==> config.mk <==
export PLATFORM = sky130hd
export DESIGN_NAME = uart_alu_sequencer
export DESIGN_NICKNAME = d
export VERILOG_FILES = /design/src/rtl/uart_alu_sequencer.sv
export SDC_FILE = /design/constraint.sdc
export NUM_CORES = 1
export LEC_CHECK = 0
export CAP_MARGIN = 20
export CORE_AREA = 2 2 94 96
export DETAILED_ROUTE_END_ITERATION = 8
export DIE_AREA = 0 0 96 98
export GPL_TIMING_DRIVEN = 0
export SYNTH_ARGS = -nofsm -noshare
export SYNTH_HDL_FRONTEND = slang
export SYNTH_SLANG_ARGS = --single-unit
==> constraint.sdc <==
create_clock -name i_clock -period 5.8 [get_ports i_clock]
set_input_delay 1.45 -clock i_clock [delete_from_list [all_inputs] [get_ports i_clock]]
set_output_delay 1.45 -clock i_clock [all_outputs]
set_load 0.03 [all_outputs]
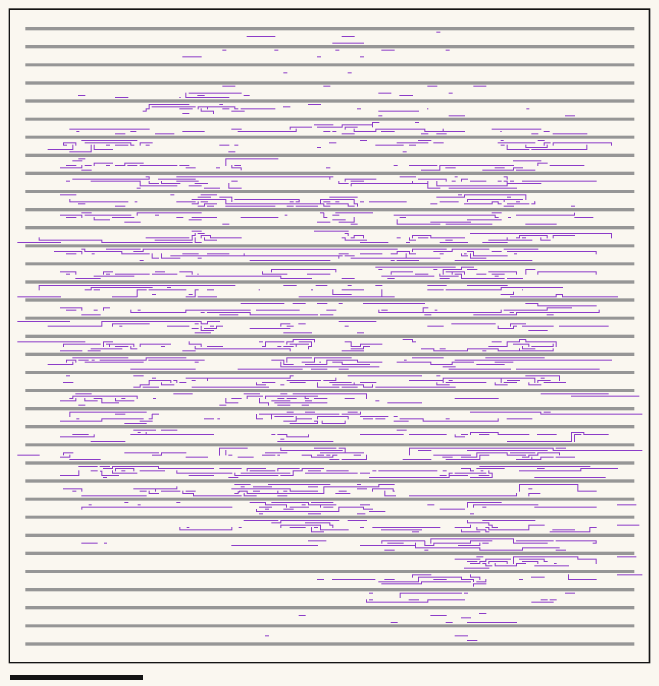
**Above:** run 1 (signal wires on met1).
Bar = 20 um. Supply wires on this layer in grey.
The layer carries 3460 um of wire. The longest straight run is 38.2 um. The layer holds 46% of the routed length. 393 nets have wire on it. The wires run mostly horizontal.
DRT Wirelength: 7.54 mm
GR Util met1: 0.206
DR vias: 2627

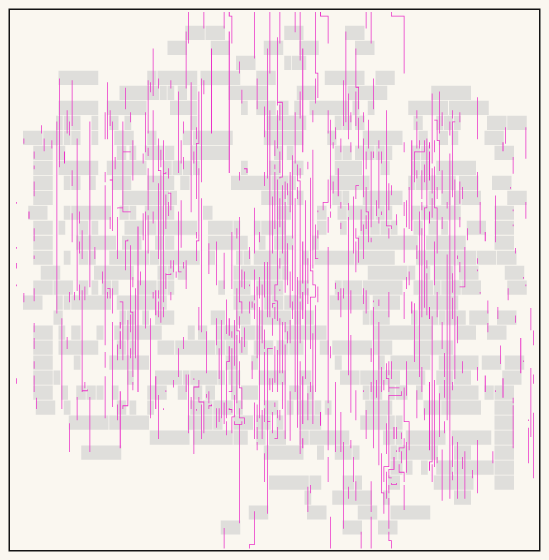
**Above:** run 1 (signal wires on met2).
The longest straight run is 62.6 um. The layer holds 47% of the routed length. 358 nets have wire on it.
met2 Use GR: 0.263

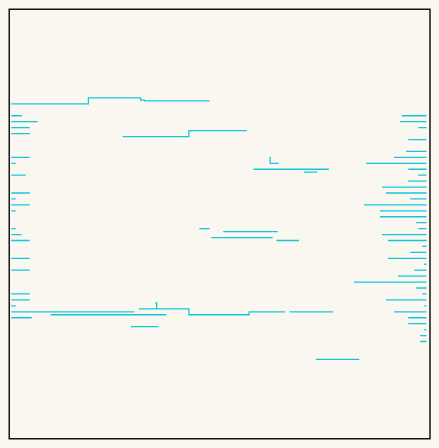
**Above:** run 1 (the metal 3 layer).
The longest straight run is 27.8 um. The wires run mostly horizontal. The layer carries 506 um of wire. 67 nets have wire on it. The layer holds 6.7% of the routed length.
M3 GR Usage: 0.0486

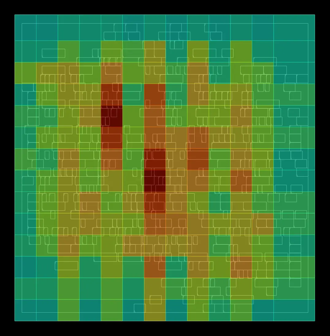
**Above:** run 1 (routing congestion map).
GRT Resource Usage Total: 0.162
WL/cell: 14.0 um
Core Util, Final: 0.473
GR peak layer: met2

==> Changelog: implementation, run 1 <==
## Flow update

* Simple share at 0.220
* Syn Area/Cell at 8.53 um2
* PostCTS Resize Cnt at 0
* CTS max path bufs at 2
* Clock root cell: clkbuf_8
* Aoi share at 0.164
* Max Fclk at 0.345 GHz
* Most common logic cells in the final layout: clkdlybuf4s50_1, nand2_1, dfxtp_1, a21oi_1, nor2_1
* Sum Neg Setup Slack at 0 ns
* Area leader, netlist: dfxtp_1
* Hold Slack at 0.455 ns
* Post-detail-place hpwl at 5.67 mm
* Setup violators final at 0
* P per Cell Area at 261 nW/um2
* Die area at 9410 um2
* Critical Path RT at 6.09 ns
* Hold crit path type: reg2reg
* Die Wd at 96 um
* CTS tree: yes
* DRT iter0 DRCs at 110
* Max cap viols at 0
* Post-layout period usage at 0.499
* CP Max Fanout at 7
* Dominant kind of combinational cell: simple AND/OR/NAND/NOR gates
* Adder-cell area share of the yosys netlist at 0.0174
* Worst reg2reg path depth at 8
* Number of logged tool warnings at 29
* Post-synthesis xor/xnor area fraction at 0
* DP Worst Slack at 2.54 ns
* Tmin final at 2.90 ns
* Grt total ovfl at 0
* Post-layout total power at 1.05 mW
* Crit path DAT at 3.18 ns
* Post-CTS Setup Inserts at 0
* Initial antenna violation count at 0
* Unrepaired setup endpoints after global routing: false
* Filler cells at 875
* Site Rows at 34
* First-pass GRT wire length at 11.6 mm
* Worst setup margin at 2.90 ns
* Pin count of the biggest net entering global routing at 13
* FF-to-FF setup slack at 3.29 ns
* TritonCTS Buffers at 9
* First-pass iteration count of the detailed router at 4
* # DRC at 0
* Worst hold path depth at 2
* Crit start category: primary input
* IO Port Bufs at 76
* Largest cells by area: dfxtp_1, nand2_1, a21oi_1
* Clk pin slew, worst setup/hold paths at 0.08 ns
* Peak VDD IR at 0.0994 mV
* GP Congestion at 0.867
* Syn Inst Count at 338
* Final tally of hold violations at 0
* Top-area cell type share of the netlist area at 0.493
* Mapped cell area at 2880 um2
* Clock latency on the worst-skew pair at 0.34 ns
* P&R area growth vs syn at 38.8%
* Antenna cells at 0
* Outcome: completed
* I/O pin cnt at 79
* Top logic cell by instance count in the layout: clkdlybuf4s50_1
* Routed Antenna Nets at 0
* H-tree levels at 3
* Synthesized registers at 71
* Core ar. at 8470 um2
* Seq share, synth at 0.493
* Cts hold-fix bufs at 0
* Register area at 1420 um2
* Comb area at 1330 um2
* Clk_skew at 0.00859 ns
* Worst Tran Pin Value at 0.773 ns
* Synth cell types at 42
run 1: cell usage after synthesis, drive strengths merged:
cell     n
and2     1
nor3    13
a21o     1
o22a     1
a21boi   1
nand2b   2
nand3b   1
a32o     1
or4      1
a32oi    2
o21a     1
or3      4
nor2    25
a311o    1
nor2b    3
conb     1
o31a     1
o31ai    1
a21oi   43
ha       4
buf     11
o22ai    7
a211oi   2
dfxtp   71
and4b    1
o21ai    4
o221a    1
inv      6
nand2   71
clkbuf  13
a31oi    1
mux2i   17
nor3b    1
nand4    2
nand3   15
a22o     7
run 1: metal layers:
layer  global-route usage  vias to the layer above  wire (um)  part of all wire
met5                    0                        -          0                 0
met4               0.0440                        0         63            0.0084
met3               0.0486                        6        505             0.067
met2                0.263                       82       3510              0.47
met1                0.206                     1202       3460              0.46
li1                     -                     1337          -                 -
run 1: metrics by stage:
stage / cell area (um2) / cells
floorplan: 2880 / 338
global placement: 3780 / 522
detailed placement: 3780 / 522
CTS: 4000 / 538
global route: 4000 / 538
finish: 4000 / 538
run 1: worst max-delay path: stages:
cell and delay, ns:
clkdlybuf4s50_1 0.60, nand2b_2 0.15, or4_4 0.52, a31oi_4 0.27, a22o_1 0.18
run 1: power breakdown:
part	internal (mW)	switching (mW)	leakage (nW)
logic	0.0473	0.0639	0.683
registers	0.495	0.00421	0.574
clock network	0.254	0.181	0.110
total	0.797	0.250	1.37
run 1: final cells by class:
cell class	count	share of cell area
Tap cell	108	0.0338
Clock inverter	5	0.0203
Sequential cell	71	0.355
Buffer	24	0.0269
Multi-Input combinational cell	237	0.333
Clock buffer	11	0.0353
Timing Repair Buffer	76	0.190
Inverter	6	0.00563
## Run 2: what changed since run 1
clock period = 2.9 ns   (was 5.8 ns; I/O delays follow)
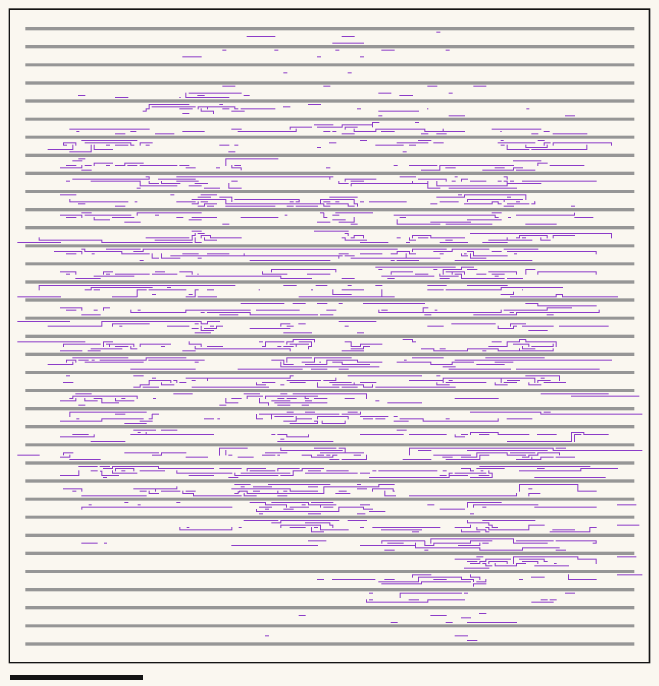
**Above:** run 2 (signal wires on met1).
Bar = 20 um. Supply wires on this layer in grey.
The longest straight run is 38.2 um. The layer carries 3460 um of wire. The layer holds 46% of the routed length. 393 nets have wire on it.

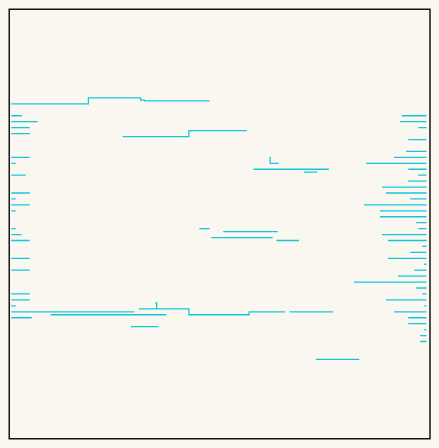
**Above:** run 2 (the metal 3 layer).
The wires run mostly horizontal. The layer holds 6.7% of the routed length. The longest straight run is 27.8 um.

==> Changelog: implementation, run 2 <==
## Flow update

* Outcome: completed (unchanged)
* Clk_skew at 0.00859 ns (unchanged)
* Syn nets at 370 (unchanged)
* Initial antenna violation count at 0 (unchanged)
* Synth top cells by count: dfxtp_1, nand2_1, a21oi_1 (unchanged)
* TritonCTS Buffers at 9 (unchanged)
* Layout Cells excl Fill at 538 (unchanged)
* Switching power at 0.499 mW (was 0.250 mW)
* Yosys stat area at 2880 um2 (unchanged)
* Aoi share at 0.164 (unchanged)
* Seq share, synth at 0.493 (unchanged)
* Unrepaired setup endpoints after global routing: false (unchanged)
* Worst Tran Pin Value at 0.773 ns (unchanged)
* Placed Instances at 522 (unchanged)
* Cells in synth_stat.txt at 338 (unchanged)
* Pin count of the biggest net entering global routing at 13 (unchanged)
* P&R area growth vs syn at 38.8% (unchanged)
* IO Port Bufs at 76 (unchanged)
* Worst hold path depth at 2 (unchanged)
* Clock root cell: clkbuf_8 (unchanged)
* Int Pwr at 1.59 mW (was 0.797 mW)
* Area leader, netlist: dfxtp_1 (unchanged)
* MUX area fraction at 0.0590 (unchanged)
* Synth Warn # at 0 (unchanged)
* Pleak at 1.37 nW (unchanged)
* Post-CTS Setup Inserts at 0 (unchanged)
* PostCTS Resize Cnt at 0 (unchanged)
* Crit start category: register (was primary input)
* FF-to-FF setup slack at 0.39 ns (was 3.29 ns)
* CP Max Fanout at 10 (was 7)
* Site Rows at 34 (unchanged)
* Setup violators final at 0 (unchanged)
* Final net count at 457 (unchanged)
* Max cap viols at 0 (unchanged)
* Post-Place Cell Area at 3780 um2 (unchanged)
* Peak VDD IR at 0.199 mV (was 0.0994 mV)
* Final tally of hold violations at 0 (unchanged)
* Die area at 9410 um2 (unchanged)
* Most common logic cells in the final layout: clkdlybuf4s50_1, nand2_1, dfxtp_1, a21oi_1, nor2_1 (unchanged)
* Max Fclk at 0.398 GHz
* Synth cell types at 42 (unchanged)
* Simple share at 0.220 (unchanged)
* Most used cell, CP: buf_2
* Number of enable flip-flop cells at 0 (unchanged)
* Routed Antenna Nets at 0 (unchanged)
* Top-area cell type share of the netlist area at 0.493 (unchanged)
* Grt total ovfl at 0 (unchanged)
* Largest cells by area: dfxtp_1, nand2_1, a21oi_1 (unchanged)
* GRT Resource Usage Total at 0.162 (unchanged)
* Die Wd at 96 um (unchanged)
* Sum Neg Setup Slack at 0 ns (unchanged)
* DP Worst Slack at 0.363 ns (was 2.54 ns)
* P per Cell Area at 523 nW/um2 (was 261 nW/um2)
* DR vias at 2627 (unchanged)
* CP Capture Type: register (unchanged)
* Slowest cell on crit path: nor3b_1 (was clkdlybuf4s50_1)
* Crit Path Category: reg2reg (was in2reg)
* Max incr delay on CP at 0.48 ns (was 0.60 ns)
* Critical Path RT at 3.19 ns (was 6.09 ns)
* Clock sinks at 71 (unchanged)
* Top logic cell by instance count in the layout: clkdlybuf4s50_1 (unchanged)
* Fp_density at 0.341 (unchanged)
* Ys async rst share at 0 (unchanged)
* Share of post-route cells with drive strength above 1 at 0.0767 (unchanged)
* Tmin final at 2.51 ns
* CTS max path bufs at 2 (unchanged)
* Adder-cell area share of the yosys netlist at 0.0174 (unchanged)
* Sw frac at 0.239 (about the same)
* Core Util, Final at 0.473 (unchanged)
* Register share of total power at 0.477 (about the same)
* Antenna cells at 0 (unchanged)
* Number of logged tool warnings at 29 (unchanged)
* Mapped cell area at 2880 um2 (unchanged)
* Design area at 4000 um2 (unchanged)
* # DRC at 0 (unchanged)
* Final Max Tran Viols at 0 (unchanged)
* Via density at 4.88 (unchanged)
* Worst path bufs/invs at 3 (was 1)
* Crit path depth at 8 (was 5)
* I/O pin cnt at 79 (unchanged)
* CP delay by family, top: simple AND/OR/NAND/NOR gates (unchanged)
* DRT iter0 DRCs at 110 (unchanged)
* Post-synthesis xor/xnor area fraction at 0 (unchanged)
* Max-slew headroom at 0.481 (unchanged)
* Core ar. at 8470 um2 (unchanged)
* Die H at 98 um (unchanged)
* Syn Inst Count at 338 (unchanged)
* Cts hold-fix bufs at 0 (unchanged)
* First-pass GRT wire length at 11.6 mm (unchanged)
* Synthesized registers at 71 (unchanged)
* Post-detail-place hpwl at 5.67 mm (unchanged)
* DRT Wirelength at 7.54 mm (unchanged)
* Clock share of power at 0.416 (about the same)
* Vias in the first global route at 2329 (unchanged)
* Syn Area/Cell at 8.53 um2 (unchanged)
* Dominant kind of combinational cell: simple AND/OR/NAND/NOR gates (unchanged)
* Hold crit path type: reg2reg (unchanged)
* Post-layout total power at 2.09 mW (was 1.05 mW)
* Post-layout period usage at 0.866
* H-tree levels at 3 (unchanged)
* Worst reg2reg path depth at 8 (unchanged)
* First-pass iteration count of the detailed router at 4 (unchanged)
* Hold Slack at 0.455 ns (unchanged)
* GP Congestion at 0.867 (unchanged)
* Clk pin slew, worst setup/hold paths at 0.08 ns (about the same)
* Combinational share of power at 0.106 (about the same)
* Worst-path cell chain: buf_2, buf_2, inv_1, ha_1, nor3b_1, nand2_1, a31oi_4, a22o_1 (was clkdlybuf4s50_1, nand2b_2, or4_4, a31oi_4, a22o_1)
* Ys flop type: dfxtp_1 (unchanged)
* Clock latency on the worst-skew pair at 0.34 ns (about the same)
* Worst setup margin at 0.388 ns (was 2.90 ns)
* Crit path DAT at 2.80 ns (was 3.18 ns)
* CTS tree: yes (unchanged)
* Filler cells at 875 (unchanged)
* WL/cell at 14.0 um (unchanged)
==> run 2: cell counts after synthesis <==
Identical to the previous run, type by type.
==> run 2: worst register-to-register path, stage by stage, from the launching register on <==
cell	delay [ns]
dfxtp_1	0.33
buf_2	0.19
buf_2	0.30
inv_1	0.13
ha_1	0.36
nor3b_1	0.48
nand2_1	0.18
a31oi_4	0.32
a22o_1	0.18
==> run 2: cell families (layout without fill, tap and decap cells) <==
kind of cell / count (synthesis) / count (layout)
muxes: 17 / 17
AOI/OAI and AO/OA: 75 / 75
DFF: 71 / 71
other: 1 / 1
and+or+nand+nor: 140 / 140
adders and majority gates: 4 / 4
buffers and inverters: 30 / 122
==> run 2: power by group through the flow <==
stage / logic, mW / clock network [mW] / registers [mW]
after floorplan: 0.0990 / 0 / 1.05
final: 0.222 / 0.871 / 0.999
after CTS: 0.223 / 0.891 / 0.999
after detailed placement: 0.222 / 0 / 1.02
after global placement: 0.220 / 0 / 1.02
after global routing: 0.239 / 0.937 / 1.00
==> run 2: per-layer routing <==
layer / vias up / wire length, um / track usage
li1: 1337 / - / -
met1: 1202 / 3460 / 0.206
met2: 82 / 3510 / 0.263
met3: 6 / 505 / 0.0486
met4: 0 / 63 / 0.0440
met5: - / 0 / 0
==> run 2: area by class of cell <==
| type | count | area [um2] | share of cell area |
|---|---|---|---|
| Clock inverter | 5 | 81.3 | 0.0203 |
| Tap cell | 108 | 135 | 0.0338 |
| Multi-Input combinational cell | 237 | 1330 | 0.333 |
| Inverter | 6 | 22.5 | 0.00563 |
| Timing Repair Buffer | 76 | 761 | 0.190 |
| Sequential cell | 71 | 1420 | 0.355 |
| Buffer | 24 | 108 | 0.0269 |
| Clock buffer | 11 | 141 | 0.0353 |
No activity file was given, so power comes from the tool's default toggle rates.
